<file path="src/rtl/mips_fetch_pkg.sv">
// Shared definitions for the fetch stage: next-PC select codes, FSM states, reset PC.
// No logic of its own; latency not applicable.
// No flow control; constants and a helper function only.
package mips_fetch_pkg;

    // npc_sel encodings; 6 and 7 are reserved and fall back to sequential fetch
    localparam logic [2:0] NPC_PC4 = 3'd0;
    localparam logic [2:0] NPC_BEQ = 3'd1;
    localparam logic [2:0] NPC_BNE = 3'd2;
    localparam logic [2:0] NPC_J   = 3'd3;
    localparam logic [2:0] NPC_JAL = 3'd4;
    localparam logic [2:0] NPC_JR  = 3'd5;

    typedef enum logic [1:0] {
        S_RUN   = 2'd0,
        S_HALT  = 2'd1,
        S_FAULT = 2'd2
    } fetch_state_t;

    // MARS places .text here, so the first instruction lives at this address
    localparam logic [31:0] DEFAULT_RESET_PC = 32'h0000_3000;

    // Branch displacement in bytes: word offset sign-extended and scaled by 4
    function automatic logic [31:0] branch_disp(input logic [15:0] imm);
        return {{14{imm[15]}}, imm, 2'b00};
    endfunction

endpackage

</file>
<file path="src/rtl/npc_calc.sv">
// Candidate next-PC mux: sequential, conditional branch, absolute jump or register jump.
// Purely combinational, zero cycles.
// No flow control; the caller decides whether the candidate is taken.
module npc_calc
    import mips_fetch_pkg::*;
(
    input  logic [31:0] pc_plus4,
    input  logic [2:0]  npc_sel,
    input  logic        zero,
    input  logic [15:0] imm16,
    input  logic [25:0] imm26,
    input  logic [31:0] rs_data,
    output logic [31:0] npc
);

    logic [31:0] br_target;
    logic [31:0] j_target;

    assign br_target = pc_plus4 + branch_disp(imm16);
    // Jumps stay inside the 256 MiB region of the delay-slot-free successor
    assign j_target  = {pc_plus4[31:28], imm26, 2'b00};

    // Select the candidate; untaken branches and reserved codes fall through to pc+4
    always_comb begin
        npc = pc_plus4;
        case (npc_sel)
            NPC_BEQ: npc = zero  ? br_target : pc_plus4;
            NPC_BNE: npc = !zero ? br_target : pc_plus4;
            NPC_J,
            NPC_JAL: npc = j_target;
            NPC_JR:  npc = rs_data;
            default: npc = pc_plus4;
        endcase
    end

endmodule

</file>
<file path="src/rtl/pc_npc_unit.sv">
// Fetch PC register with run/halt/fault control and a retired-instruction counter.
// PC updates on the clock edge after controls are valid; pc_plus4 is combinational.
// stall holds PC and counter; HALT and FAULT freeze everything until reset.
module pc_npc_unit
    import mips_fetch_pkg::*;
#(
    parameter logic [31:0] RESET_PC = DEFAULT_RESET_PC,
    parameter int          IM_WORDS = 1024
) (
    input  logic        clk,
    input  logic        reset,
    input  logic        stall,
    input  logic        halt_req,
    input  logic [2:0]  npc_sel,
    input  logic        zero,
    input  logic [15:0] imm16,
    input  logic [25:0] imm26,
    input  logic [31:0] rs_data,
    output logic [31:0] pc,
    output logic [31:0] pc_plus4,
    output logic        halted,
    output logic        fault,
    output logic [31:0] fault_pc,
    output logic [31:0] retired
);

    // Window bounds kept at 33 bits so a window touching 2^32 cannot wrap
    localparam logic [32:0] PC_LO = {1'b0, RESET_PC};
    localparam logic [32:0] PC_HI = PC_LO + 33'(4 * IM_WORDS);

    fetch_state_t state_q, state_d;
    logic [31:0]  pc_q, pc_d;
    logic [31:0]  fault_pc_q, fault_pc_d;
    logic [31:0]  retired_q, retired_d;
    logic         halted_q, halted_d;
    logic         fault_q, fault_d;

    logic [31:0]  npc;
    logic         npc_ok;

    assign pc_plus4 = pc_q + 32'd4;

    npc_calc u_npc_calc (
        .pc_plus4 (pc_plus4),
        .npc_sel  (npc_sel),
        .zero     (zero),
        .imm16    (imm16),
        .imm26    (imm26),
        .rs_data  (rs_data),
        .npc      (npc)
    );

    // A candidate is fetchable only if word-aligned and inside instruction memory
    always_comb begin
        npc_ok = (npc[1:0] == 2'b00)
              && ({1'b0, npc} >= PC_LO)
              && ({1'b0, npc} <  PC_HI);
    end

    // Next-state logic: halt beats fault, fault beats stall, stall beats advance
    always_comb begin
        state_d    = state_q;
        pc_d       = pc_q;
        fault_pc_d = fault_pc_q;
        retired_d  = retired_q;
        case (state_q)
            S_RUN: begin
                if (halt_req) begin
                    state_d = S_HALT;
                end else if (!npc_ok) begin
                    state_d    = S_FAULT;
                    fault_pc_d = pc_q;
                end else if (!stall) begin
                    pc_d      = npc;
                    retired_d = retired_q + 32'd1;
                end
            end
            default: begin
                // HALT and FAULT are absorbing; only reset leaves them
            end
        endcase
        halted_d = (state_d == S_HALT);
        fault_d  = (state_d == S_FAULT);
    end

    // State register with registered halted/fault decodes; reset overrides all inputs
    always_ff @(posedge clk) begin
        if (reset) begin
            state_q    <= S_RUN;
            pc_q       <= RESET_PC;
            fault_pc_q <= 32'd0;
            retired_q  <= 32'd0;
            halted_q   <= 1'b0;
            fault_q    <= 1'b0;
        end else begin
            state_q    <= state_d;
            pc_q       <= pc_d;
            fault_pc_q <= fault_pc_d;
            retired_q  <= retired_d;
            halted_q   <= halted_d;
            fault_q    <= fault_d;
        end
    end

    assign pc       = pc_q;
    assign halted   = halted_q;
    assign fault    = fault_q;
    assign fault_pc = fault_pc_q;
    assign retired  = retired_q;

endmodule

</file>
<file path="config.mk">
export PLATFORM = sky130hd
export DESIGN_NAME = pc_npc_unit
export DESIGN_NICKNAME = d
export VERILOG_FILES = /design/src/rtl/mips_fetch_pkg.sv /design/src/rtl/npc_calc.sv /design/src/rtl/pc_npc_unit.sv
export SDC_FILE = /design/constraint.sdc
export NUM_CORES = 1
export LEC_CHECK = 0
export CAP_MARGIN = 20
export CORE_MARGIN = 5
export CORE_UTILIZATION = 50
export DETAILED_ROUTE_END_ITERATION = 10
export PLACE_DENSITY_LB_ADDON = 0.3
export SLEW_MARGIN = 20
export SYNTH_ARGS = -nofsm -noshare
export SYNTH_HDL_FRONTEND = slang
export SYNTH_SLANG_ARGS = --single-unit
</file>
<file path="constraint.sdc">
create_clock -name clk -period 5.96 [get_ports clk]
set_clock_uncertainty 0.05 [all_clocks]
set_input_delay 0.596 -clock clk [delete_from_list [all_inputs] [get_ports clk]]
set_output_delay 0.596 -clock clk [all_outputs]
set_load 0.05 [all_outputs]
</file>
Figure 1. Wires at chosen ports, followed through buffers.
Drawn at 3 px/um.
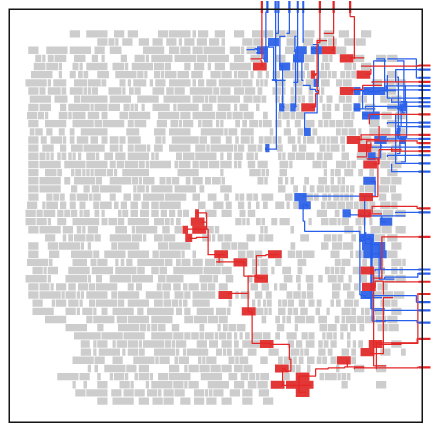
imm26: in blue, bits 26, direction input, edge 20 right, 6 top, end cells 35, wire 937 um. imm16: in red, bits 16, direction input, edge 12 right, 4 top, end cells 35, wire 680 um.

Figure 2. Routing congestion map.
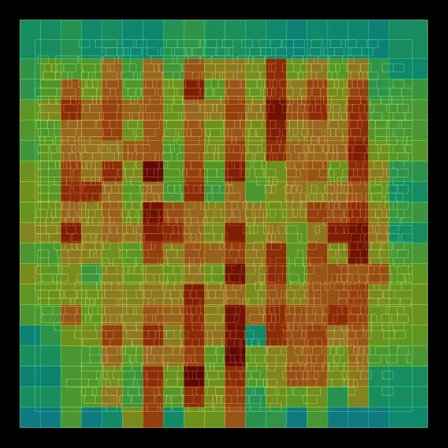
GR Util All Layers: 27.6%
per-cell routed wire length: 18.6 um

==> metrics.log <==
[flow] summary of implementation run
INFO  metric clock_path_buffers = 2
INFO  metric combinationalPower = between 0.3 and 0.4 mW
INFO  metric seq_cell_power = roughly 0.68 mW
INFO  metric post_cts_repair_timing_setup_buffer_count = 0
INFO  metric top_cells_by_area = sky130_fd_sc_hd__dfxtp_1, sky130_fd_sc_hd__nand2_1, sky130_fd_sc_hd__mux2i_1
INFO  metric grt_overflow = 0
INFO  metric number_of_register_bits_inferred_by_synthesis = roughly 100
INFO  metric pwr.group.clock = ~0.55 mW
INFO  metric vdd.ir_drop.worst = between 0.00015 and 0.0002 V
INFO  metric min_path_cells = 2
INFO  metric cts_max_level = 3
INFO  metric comb_power_share = between 20% and 30%
INFO  metric final_slew_violations = 0
INFO  metric top_area_cell = sky130_fd_sc_hd__dfxtp_1
INFO  metric synthesized_area = about 8100 um^2
INFO  metric layoutNonFillerInstCount = between 1000 and 1500
INFO  metric top_power_group = registers
INFO  metric routed-via-count = roughly 8600
INFO  metric timing.reg2reg.setup_slack = a little over 0.3 ns
INFO  metric post-synth-top-count-cell = sky130_fd_sc_hd__nand2_1
INFO  metric synth.cells.most_frequent = sky130_fd_sc_hd__nand2_1, sky130_fd_sc_hd__dfxtp_1, sky130_fd_sc_hd__nor2_1
INFO  metric grt_first_pass_wirelength = 41900 um
INFO  metric p_seq_share = approximately 44%
INFO  metric detail-route-antenna-nets = 0
INFO  metric clock-sinks = roughly 100
INFO  metric cp_data_arrival_time = roughly 5.8 ns
INFO  metric drt-total-wl = 26900 um
INFO  metric core-area = about 16000 um^2
INFO  metric topCombFamilyByArea = simple AND/OR/NAND/NOR gates
INFO  metric seq_area_frac_synth = between 20% and 30%
INFO  metric critPathLaunch = pc[6]$_SDFFE_PP0P_
INFO  metric grt_antenna_before_repair = 0
INFO  metric yosys.area_share.xor_xnor = under 10%
INFO  metric ys_cells = 1044
INFO  metric dp_hpwl = 20900 um
INFO  metric dr.pass1.iters = 6
INFO  metric worst_r2r_startpoint = pc[6]$_SDFFE_PP0P_
INFO  metric drt_first_iter_violations = a little under 800
INFO  metric synthSimpleGateAreaFrac = 30.8%
INFO  metric async_reset_ff_share = 0%
INFO  metric gp_congestion = roughly 0.97
INFO  metric numCtsBuffers = 9
INFO  metric tritoncts = built
INFO  metric detailedPlace.worstSlack = between 0.2 and 0.3 ns
INFO  metric synth_cell_types = roughly 73
INFO  metric critical_path_buf_inv_count = 1
INFO  metric detail_route.vias_per_cell = about 6
INFO  metric ioPinCount = approximately 210
INFO  metric hp-start = fault_pc[17]$_SDFFE_PP0P_
INFO  metric critical_path_cell_count = 17
INFO  metric finalSetupViolCount = 0
INFO  metric timing.hold.worst.class = flop to flop
INFO  metric numPlacedInstances = between 1000 and 1500
INFO  metric drv.max_cap_violation_count = 0
INFO  metric run_status = completed
INFO  metric number_of_global_route_vias_before_repair = approximately 8000
INFO  metric layout.nets = between 1000 and 1500
INFO  metric utilization = 67.8%
INFO  metric intPower = between 1 and 1.5 mW
INFO  metric clkPwrFrac = between 30% and 40%
INFO  metric postPlaceCellArea = about 10000 um^2
INFO  metric setup.worst_path.start_class = flop
INFO  metric worst_path_setup_slack_after_routing = around 0.31 ns
INFO  metric stage_log_warnings = 28
INFO  metric critical-path-max-stage-delay = between 0.6 and 0.7 ns
INFO  metric cpLargestDelayFamily = simple AND/OR/NAND/NOR gates
INFO  metric swShare = around 28%
INFO  metric chip_area = between 15000 and 20000 um^2
INFO  metric area_added_between_synthesis_and_finish = 33.2%
INFO  metric synth_compound_gate_area_share = ~17%
INFO  metric post_cts_resized = 0
INFO  metric crit-reg2reg-capture = retired[29]$_SDFFE_PP0P_
INFO  metric synth-edff-count = 0
INFO  metric final_layout_top_logic_cells = sky130_fd_sc_hd__clkdlybuf4s50_1, sky130_fd_sc_hd__nand2_1, sky130_fd_sc_hd__nor2_1, sky130_fd_sc_hd__dfxtp_1, sky130_fd_sc_hd__a21oi_1
INFO  metric critical_path.max_fanout = 36
INFO  metric final-hold-violation-count = 0
==> sequential cells by signal, summed over array words and instances (netlist names) <==
| register | count |
|---|---|
| fault | 1 |
| fault_pc | 32 |
| halted | 1 |
| pc | 32 |
| retired | 32 |
| state_q | 2 |
==> routing by layer <==
layer,vias to the layer above,track usage (%),wire length (um)
li1,4128,-,-
met1,3965,34.9,10900
met2,396,47.1,12900
met3,70,4.74,2250
met4,0,10.0,927
met5,-,0,0
==> cell type report <==
cell class	count	area (um^2)
inverter	18	67.6
clock inverter	5	37.5
sequential	100	2010
multi-input combinational	850	5760
tap	216	270
clock buffer	11	243
fill	1363	5120
timing repair buffer	245	2380
==> logic make-up after synthesis <==
family          after synthesis
mux                          93
fa+ha+maj                    34
compound gates              202
flops                       100
simple gates                475
xor+xnor                     46
buf+inv                      94
